## config.mk

```make
export PLATFORM = sky130hd
export DESIGN_NAME = hps_pio_sequencer
export DESIGN_NICKNAME = d
export VERILOG_FILES = /design/src/rtl/hps_pio_sequencer.sv
export SDC_FILE = /design/constraint.sdc
export NUM_CORES = 1
export LEC_CHECK = 0
export CAP_MARGIN = 20
export CORE_MARGIN = 2
export CORE_UTILIZATION = 65
export CTS_CLUSTER_SIZE = 10
export DETAILED_ROUTE_END_ITERATION = 8
export DONT_BUFFER_PORTS = 1
export MAX_ROUTING_LAYER = met4
export PLACE_DENSITY = 0.9
export RECOVER_POWER = 100
export SLEW_MARGIN = 20
export SYNTH_ARGS = -nofsm -noshare
export SYNTH_HDL_FRONTEND = slang
export SYNTH_SLANG_ARGS = --single-unit
```

## constraint.sdc

```tcl
create_clock -name clk -period 3.8 [get_ports clk]
set_input_delay 0.57 -clock clk [delete_from_list [all_inputs] [get_ports clk]]
set_output_delay 0.57 -clock clk [all_outputs]
set_load 0.02 [all_outputs]
```

## src/rtl/hps_pio_sequencer.sv

```systemverilog
// Sequences one HPS<->FPGA coprocessor transaction: operand load, datapath run, result readback.
// Optional RUN watchdog is compiled in when SEQ_TIMEOUT_EN is defined.
module hps_pio_sequencer #(
   parameter int unsigned DATA_W      = 8,
   parameter int unsigned N_OPS       = 16,
   parameter int unsigned N_RES       = 8,
   parameter int unsigned TIMEOUT_CYC = 255
) (
   input  logic              clk,
   input  logic              reset_n,
   input  logic [31:0]       pio_in,
   output logic [31:0]       pio_out,
   output logic              dp_wr_en,
   output logic [3:0]        dp_wr_addr,
   output logic [DATA_W-1:0] dp_wr_data,
   output logic [1:0]        dp_opcode,
   output logic              dp_start,
   input  logic              dp_done,
   output logic [2:0]        dp_rd_addr,
   input  logic [DATA_W-1:0] dp_rd_data,
   output logic [3:0]        state_dbg
);

   typedef enum logic [3:0] {
      StIdle = 4'b0001,
      StLoad = 4'b0010,
      StRun  = 4'b0100,
      StSend = 4'b1000
   } state_e;

   localparam logic [3:0] OpLast  = 4'(N_OPS - 1);
   localparam logic [2:0] ResLast = 3'(N_RES - 1);

   state_e              state_q, state_d;
   logic [3:0]          sync1_q, sync2_q;
   logic                ack_q, ack_d;
   logic [3:0]          op_cnt_q, op_cnt_d;
   logic                op_full_q, op_full_d;
   logic [2:0]          res_cnt_q, res_cnt_d;
   logic [1:0]          opcode_q, opcode_d;
   logic                wr_en_q, wr_en_d;
   logic [3:0]          wr_addr_q, wr_addr_d;
   logic [DATA_W-1:0]   wr_data_q, wr_data_d;
   logic                start_q;
   logic                req_s, start_s;
   logic [1:0]          op_s;
   logic                accept, complete, cmd, timeout, err, busy;
   logic [7:0]          rd_byte;
   logic                unused_pio;

   assign req_s   = sync2_q[3];
   assign start_s = sync2_q[2];
   assign op_s    = sync2_q[1:0];

   // No word is accepted while the datapath is running.
   assign accept   = req_s & ~ack_q & (state_q != StRun);
   assign complete = ack_q & ~req_s;
   assign cmd      = accept & start_s;

   always_comb begin
      state_d   = state_q;
      ack_d     = ack_q;
      op_cnt_d  = op_cnt_q;
      op_full_d = op_full_q;
      res_cnt_d = res_cnt_q;
      opcode_d  = opcode_q;
      wr_en_d   = 1'b0;
      wr_addr_d = wr_addr_q;
      wr_data_d = wr_data_q;

      if (accept) begin
         ack_d = 1'b1;
      end else if (complete) begin
         ack_d = 1'b0;
      end

      unique case (state_q)
         StIdle: begin
            if (cmd) state_d = StLoad;
         end
         StLoad: begin
            if (cmd) begin
               state_d = StLoad;
            end else if (accept) begin
               wr_en_d   = 1'b1;
               wr_addr_d = op_cnt_q;
               wr_data_d = pio_in[DATA_W-1:0];
               if (op_cnt_q == OpLast) begin
                  op_full_d = 1'b1;
               end else begin
                  op_cnt_d = op_cnt_q + 4'd1;
               end
            end else if (complete && op_full_q) begin
               state_d   = StRun;
               op_full_d = 1'b0;
            end
         end
         StRun: begin
            if (dp_done) begin
               state_d   = StSend;
               res_cnt_d = 3'd0;
            end else if (timeout) begin
               state_d = StIdle;
            end
         end
         StSend: begin
            if (cmd) begin
               state_d = StLoad;
            end else if (complete) begin
               if (res_cnt_q == ResLast) begin
                  state_d   = StIdle;
                  res_cnt_d = 3'd0;
               end else begin
                  res_cnt_d = res_cnt_q + 3'd1;
               end
            end
         end
         default: state_d = StIdle;
      endcase

      if (cmd) begin
         opcode_d  = op_s;
         op_cnt_d  = 4'd0;
         op_full_d = 1'b0;
      end
   end

   always_ff @(posedge clk) begin
      if (!reset_n) begin
         state_q   <= StIdle;
         sync1_q   <= 4'd0;
         sync2_q   <= 4'd0;
         ack_q     <= 1'b0;
         op_cnt_q  <= 4'd0;
         op_full_q <= 1'b0;
         res_cnt_q <= 3'd0;
         opcode_q  <= 2'd0;
         wr_en_q   <= 1'b0;
         wr_addr_q <= 4'd0;
         wr_data_q <= '0;
         start_q   <= 1'b0;
      end else begin
         state_q   <= state_d;
         sync1_q   <= pio_in[31:28];
         sync2_q   <= sync1_q;
         ack_q     <= ack_d;
         op_cnt_q  <= op_cnt_d;
         op_full_q <= op_full_d;
         res_cnt_q <= res_cnt_d;
         opcode_q  <= opcode_d;
         wr_en_q   <= wr_en_d;
         wr_addr_q <= wr_addr_d;
         wr_data_q <= wr_data_d;
         start_q   <= (state_d == StRun) && (state_q != StRun);
      end
   end

`ifdef SEQ_TIMEOUT_EN
   localparam int unsigned WdW = $clog2(TIMEOUT_CYC + 1);
   localparam logic [WdW-1:0] WdLast = WdW'(TIMEOUT_CYC - 1);

   logic [WdW-1:0] wd_q, wd_d;
   logic           err_q, err_d;

   assign timeout = (state_q == StRun) && (wd_q == WdLast);

   always_comb begin
      wd_d  = (state_q == StRun) ? wd_q + 1'b1 : '0;
      err_d = err_q;
      if (cmd) begin
         err_d = 1'b0;
      end else if (timeout && !dp_done) begin
         err_d = 1'b1;
      end
   end

   always_ff @(posedge clk) begin
      if (!reset_n) begin
         wd_q  <= '0;
         err_q <= 1'b0;
      end else begin
         wd_q  <= wd_d;
         err_q <= err_d;
      end
   end

   assign err = err_q;
`else
   logic unused_timeout;
   assign unused_timeout = (TIMEOUT_CYC == 0);
   assign timeout        = 1'b0;
   assign err            = 1'b0;
`endif

   assign unused_pio = ^pio_in[27:8];

   assign busy       = (state_q != StIdle);
   assign rd_byte    = (state_q == StSend) ? dp_rd_data : 8'd0;
   assign pio_out    = {ack_q, busy, err, 21'd0, rd_byte};
   assign dp_wr_en   = wr_en_q;
   assign dp_wr_addr = wr_addr_q;
   assign dp_wr_data = wr_data_q;
   assign dp_opcode  = opcode_q;
   assign dp_start   = start_q;
   assign dp_rd_addr = res_cnt_q;
   assign state_dbg  = state_q;

endmodule

```

==> flow_metrics.env, run 1 <==
# implementation run metrics
export IMPL_layout_nets=226
export IMPL_path_cells="nor4b_2 -> and2_0"
export IMPL_critical_path_top_delay_family="simple AND/OR/NAND/NOR gates"
export IMPL_grt_busiest_layer="met2"
export IMPL_nNonClkBuffers=0
export IMPL_initCoreUtil=0.701
export IMPL_syn_avg_cell_area_um2=9.61
export IMPL_status="completed"
export IMPL_wl_met1_um=1200
export IMPL_whs_endpoint="state_dbg[0]$_SDFF_PN1_"
export IMPL_antenna_found_initial=0
export IMPL_critical_path_slowest_cell="nor4b_2"
export IMPL_p_comb_frac=0.048
export IMPL_swShare=0.233
export IMPL_pg_comb_uw=30.2
export IMPL_endpoint="pio_out[4]"
export IMPL_largest_reg_flops=8
export IMPL_dp_hpwl_um=2400
export IMPL_power_uw=632
export IMPL_dr_pass1_iters=5
## run 1: logic make-up after synthesis
family                     count (synthesis)
xor gates and xnor gates                   3
other                                      1
DFF                                       37
adders and majority gates                  3
and+or+nand+nor                           73
AOI/OAI and AO/OA                         22
muxes                                     12
buffers and inverters                     33
## run 1: cells in the mapped netlist (2+ instances only)
master	instances	area [um2]
dfxtp_1	37	741
buf_4	24	180
and2_1	17	106
nor2b_1	15	93.8
mux2i_1	12	120
nand2_1	11	41.3
nor2_1	7	26.3
a21oi_1	6	30.0
nand3_1	5	25.0
o21ai_0	5	25.0
a21boi_0	4	30.0
clkbuf_1	4	15.0
buf_2	3	15.0
ha_1	3	37.5
nor3_1	3	15.0
a31oi_1	2	12.5
nor4b_2	2	30.0
xnor2_1	2	17.5
==> run_1/pdn.png <==
Scale bar: 20 um. Pins as bars on the die edge.
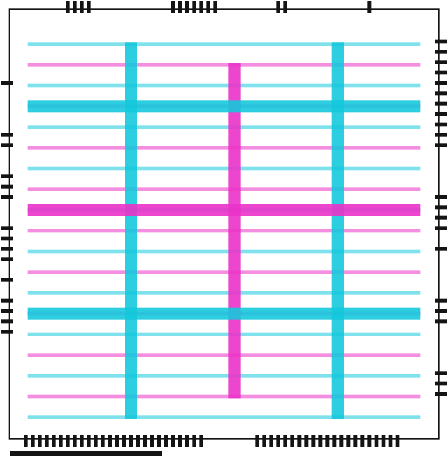
magenta -> VDD
cyan -> VSS
met5 straps = 3
met1 rails = 19
signal pins = 98
die width: 56.2 um
Die Height: 56.2 um
Core ar.: 0.00252 mm2
worst vdd ir: 0.334 mV

==> run_1/cell_classes.png <==
Scale bar: 20 um.
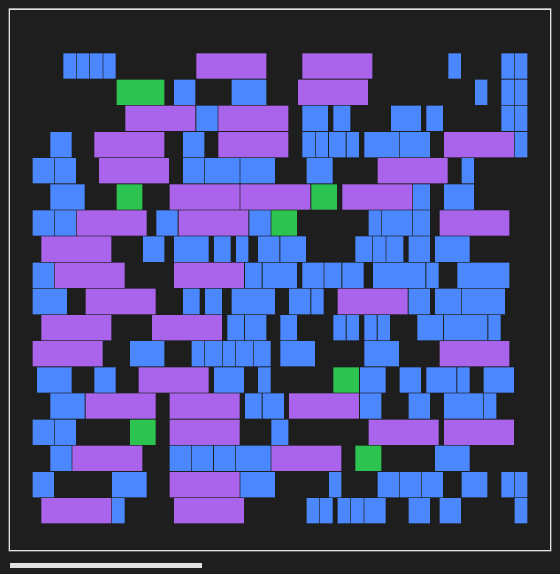
blue -> all other logic  # cells 136, share of their area 52%
purple -> flip-flops  # cells 37, share of their area 45%
green -> clock drivers and dummy loads  # cells 7, share of their area 3.5%
Final Instance Area: 0.00170 mm2
Final Util: 0.673
flop share of the area: 0.437

==> run_1/clock_map.png <==
Scale bar: 20 um.
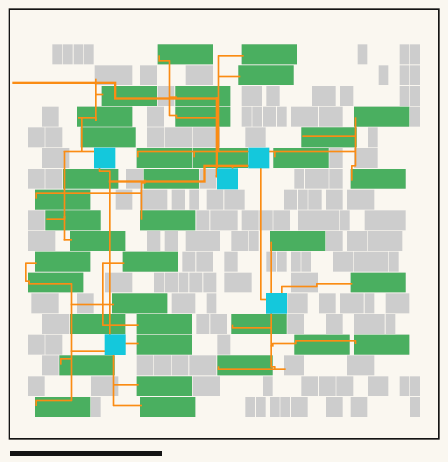
cyan -> cells driving clock nets  # count 5
green -> flip-flops  # count 37
orange -> clock wires  # length 375 um
flops lie = all over the die
routed clock nets = 6
clk latency late pin: 0.33 ns
Power Clock: 206 uW
Clock Skews: 0.0123 ns
Clk pwr share: 0.326

--- run 2 (diff from run 1) ---
--- a/config.mk
+++ b/config.mk
@@ -7,12 +7,12 @@
 export LEC_CHECK = 0
 export CAP_MARGIN = 20
 export CORE_MARGIN = 2
-export CORE_UTILIZATION = 65
+export CORE_UTILIZATION = 56
 export CTS_CLUSTER_SIZE = 10
 export DETAILED_ROUTE_END_ITERATION = 8
 export DONT_BUFFER_PORTS = 1
 export MAX_ROUTING_LAYER = met4
-export PLACE_DENSITY = 0.9
+export PLACE_DENSITY = 0.83
 export RECOVER_POWER = 100
 export SLEW_MARGIN = 20
 export SYNTH_ARGS = -nofsm -noshare
==> constraint.sdc (replaced) <==
create_clock -name clk -period 2.2 [get_ports clk]
set_input_delay 0.33 -clock clk [delete_from_list [all_inputs] [get_ports clk]]
set_output_delay 0.33 -clock clk [all_outputs]
set_load 0.02 [all_outputs]
==> run_2/pdn.png <==
Scale bar: 20 um. Pins as bars on the die edge.
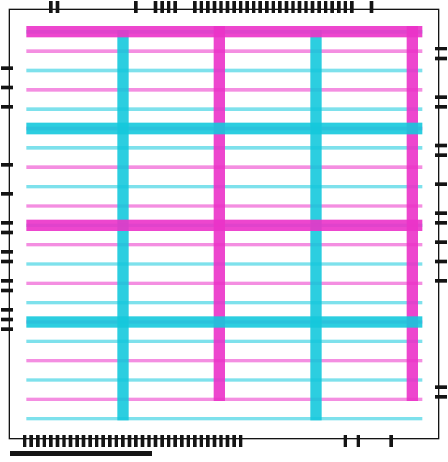
magenta -> VDD
cyan -> VSS
rows = 20
signal pins = 98
met4 straps = 4
met5 straps = 4
worst vdd ir: 0.462 mV
Core ar.: 0.00303 mm2

==> run_2/cell_classes.png <==
Scale bar: 20 um.
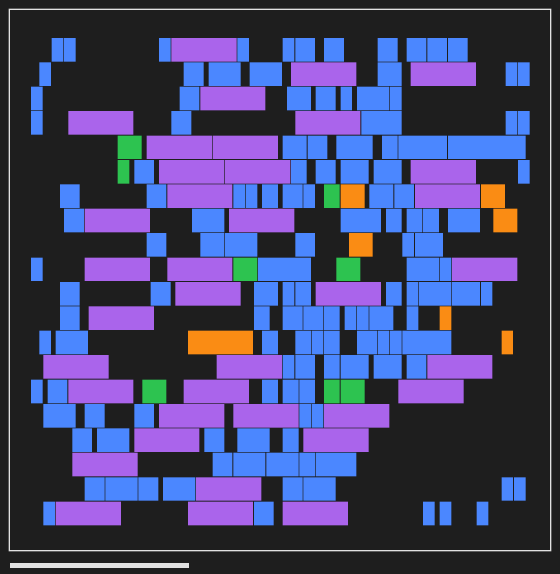
green -> clock drivers and dummy loads  # cells 8, share of their area 3.0%
purple -> flip-flops  # cells 37, share of their area 43%
orange -> other buffers and delay cells  # cells 7, share of their area 3.3%
blue -> all other logic  # cells 136, share of their area 51%
Row Count: 20
flop share of the area: 0.415
Final Instance Area: 0.00179 mm2
Final Util: 0.590

==> flow_metrics.env, run 2 <==
# implementation run metrics
export IMPL_status="completed"
export IMPL_fin_setup_tns_ns=0
export IMPL_cp_max_fo=13
export IMPL_dp_slack_ns=0.298
export IMPL_min_period_ns=2.06
export IMPL_clock_skew_ns=0.0128
export IMPL_htree_levels=2
export IMPL_yosys_warnings=0
export IMPL_synthTopCellsByArea="dfxtp_1, buf_4, mux2i_1, and2_1, nor2b_1"
export IMPL_mostFrequentLayoutCells="dfxtp_1, conb_1, and2_1, nor2b_1, mux2i_1"
export IMPL_syn_avg_cell_area_um2=9.61
export IMPL_synth_top_cell_by_area="dfxtp_1"
export IMPL_internal_power_uw=811
export IMPL_post_place_cells=224
export IMPL_grt_busiest_layer="met2"
export IMPL_clkLatencyLatePin_ns=0.34
export IMPL_initCoreUtil=0.584
export IMPL_dp_hpwl_um=2240
export IMPL_top_cell="dfxtp_1"
export IMPL_dr_total_vias=1180
export IMPL_whs_endpoint="state_dbg[0]$_SDFF_PN1_"
export IMPL_swShare=0.244
export IMPL_fin_crit_sh=0.936
export IMPL_p_clk_uw=336
export IMPL_dr_pass1_iters=4
export IMPL_common_cells="dfxtp_1, buf_4, and2_1"
export IMPL_fmax_mhz=485
export IMPL_endpoint="pio_out[1]"
export IMPL_pg_comb_uw=55.0
export IMPL_layout_nets=233
export IMPL_largest_reg_flops=8
export IMPL_die_height_um=60.2
export IMPL_post_drt_wl_per_cell_um=12.8
export IMPL_p_comb_frac=0.051
export IMPL_cts_sinks=37
export IMPL_antenna_found_initial=0
export IMPL_power_mw=1.07
export IMPL_dieWidth_um=60.2
export IMPL_yosys_area_share_aoi=0.0793
-- run 2: cell counts after synthesis --
Identical to the previous run, type by type.
-- run 2: worst max-delay path, cell delays in order, from the launching register on --
cell     delay [ns]
dfxtp_1        0.33
buf_4          0.19
nor4b_2        0.38
buf_4          0.23
and2_1         0.27
-- run 2: layer usage --
metal  routed length (um)  vias to the layer above
met5                    0                        -
met4                   82                        0
met3                  190                        9
met2                 1510                       51
met1                 1190                      528
li1                     -                      592
-- run 2: final cells by class --
class	count	area, um2
clock buffer	6	41.3
clock inverter	2	10.0
fill	264	1240
inverter	1	3.75
multi-input combinational	135	877
sequential	37	741
tap	44	55.1
timing repair buffer	7	57.6
Power is estimated from default activity; no workload was simulated.
